==> images/m1.png <==
Scale bar: 50 µm. Supply wires on this layer in grey.
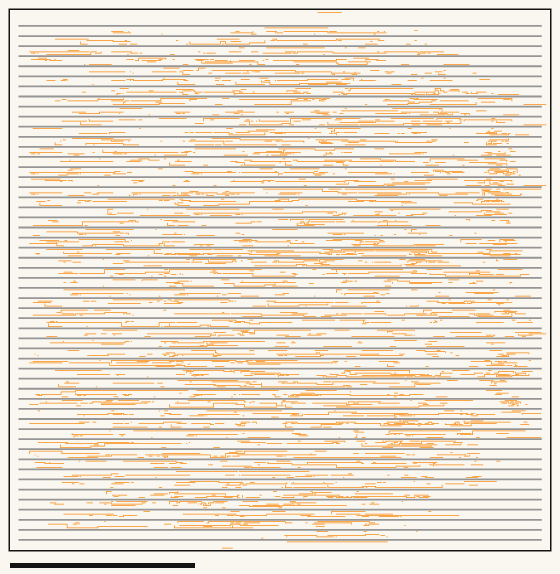
==> images/m3.png <==
Cells faint in the background.
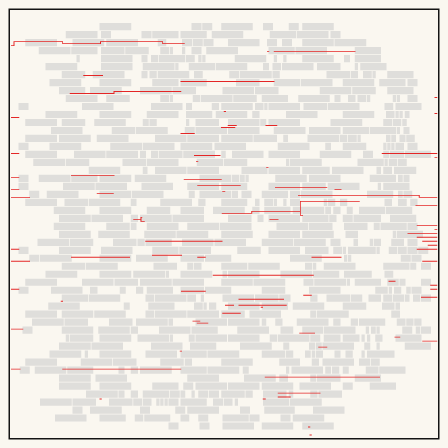
==> images/m2.png <==
Scale bar: 50 µm.
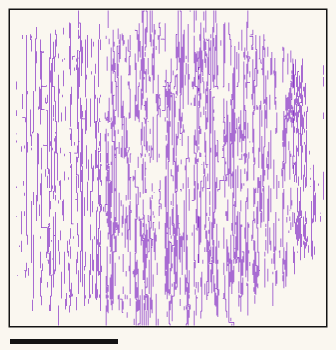
==> images/congestion_map.png <==
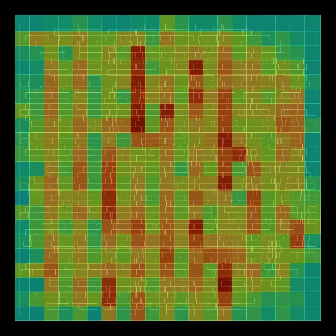
Design dac_sample_pacer, sky130hd; sources not shown.
==> flow_summary.ini <==
; flow metrics
[status]
status = finished clean

[placed_design]
placed_area_mm2 = 0.0116
dp.cells = 866
dp_hpwl_um = 11400
io_buffers = 61

[setup_path]
cpMostUsedCell = xor2_1
reg2reg_depth = 11
critPathBufInv = 1
rrSetupSlack_ns = 0.62
max_stage_delay_ns = 0.56
worstPathRequired_ns = 3.74
worstPathArrival_ns = 3.12
crit_chain = or4b_4 -> nor4_4 -> nand2b_2 -> inv_1 -> ha_1 -> xor2_1 -> ha_1 -> a21oi_1 -> xor2_1 -> nor2_1 -> xor2_1
crit_fanout = 5

[clocking]
worstSkewPairLatency_ns = 0.52
cts_root_buf = clkbuf_16
cts_hold_buf = 1
htree_levels = 1
clk_path_buf_depth = 3
clock_sink_count = 272

[cells_and_area]
diodes = 0
lay_top_count = edfxtp_1
area_growth_pct = 16.8
nets = 675
final_cells = 914

[routing]
drt_iter0_markers = 394
highest_layer = met4
dr.pass1.iters = 4
wl_met1_um = 8340

[yosys]
yosys_area_mm2 = 0.0106
mux_share = 0.125
yosysWarnings = 0
xor_area_frac = 0.0140
ys.flop_type = edfxtp_1
simple_gate_share = 0.0504
netlist.area_leader.share = 0.632

[sta]
rsz0062_at_grt = false
tns_ns = 0
finalCriticalPeriod_ns = 2.78
max_freq_mhz = 360
fin_hold_ws_ns = 0.426

[power_and_ir_drop]
power.leakage_nw = 4.12
power_density_mw_per_mm2 = 581

[global_route]
grt_overflow = 0

[run]
tool_warnings = 35
-- m1.png (at the start) --
wire length on this layer	8340 µm
share of all routed wire	42%
nets with wire on the layer	621
main direction	horizontal
GR Util met1: 0.253
final WL: 20100 µm
via count: 5188

-- m3.png (at the start) --
share of all routed wire	3.8%
wire length on this layer	757 µm
nets with wire on the layer	52
main direction	horizontal
longest straight run	41.2 µm
met3 usage: 0.0313

-- m2.png (at the start) --
wire length on this layer	10600 µm
main direction	vertical
nets with wire on the layer	594
met2 GRT Util: 0.343

-- congestion_map.png (at the start) --
global route hottest layer: met2
drt wl/cell: 22.0 µm
Util after Layout: 0.635
Total Routing Usage GR: 0.194

## report_power, final
group | internal, mW | total, mW | leakage [nW] | switching, mW
combinational | 0.239 | 0.556 | 1.08 | 0.317
sequential | 3.86 | 3.98 | 2.65 | 0.123
clock | 1.52 | 2.69 | 0.391 | 1.17
## area by class of cell
type | instances | area [µm²] | area share
clock buffers | 31 | 691 | 0.0555
inverters | 2 | 7.51 | 0.000604
well taps | 265 | 332 | 0.0267
repair buffers | 82 | 791 | 0.0636
flip-flops and latches | 272 | 7940 | 0.638
clock inverters | 16 | 101 | 0.00815
multi-input cells | 246 | 2580 | 0.207
## kinds of logic after synthesis
kind of cell    after synthesis
flops                       272
simple gates                102
mux                          62
compound gates               59
buf+inv                      28
xor+xnor                     17
fa+ha+maj                     6
Power is estimated from default activity; no workload was simulated.
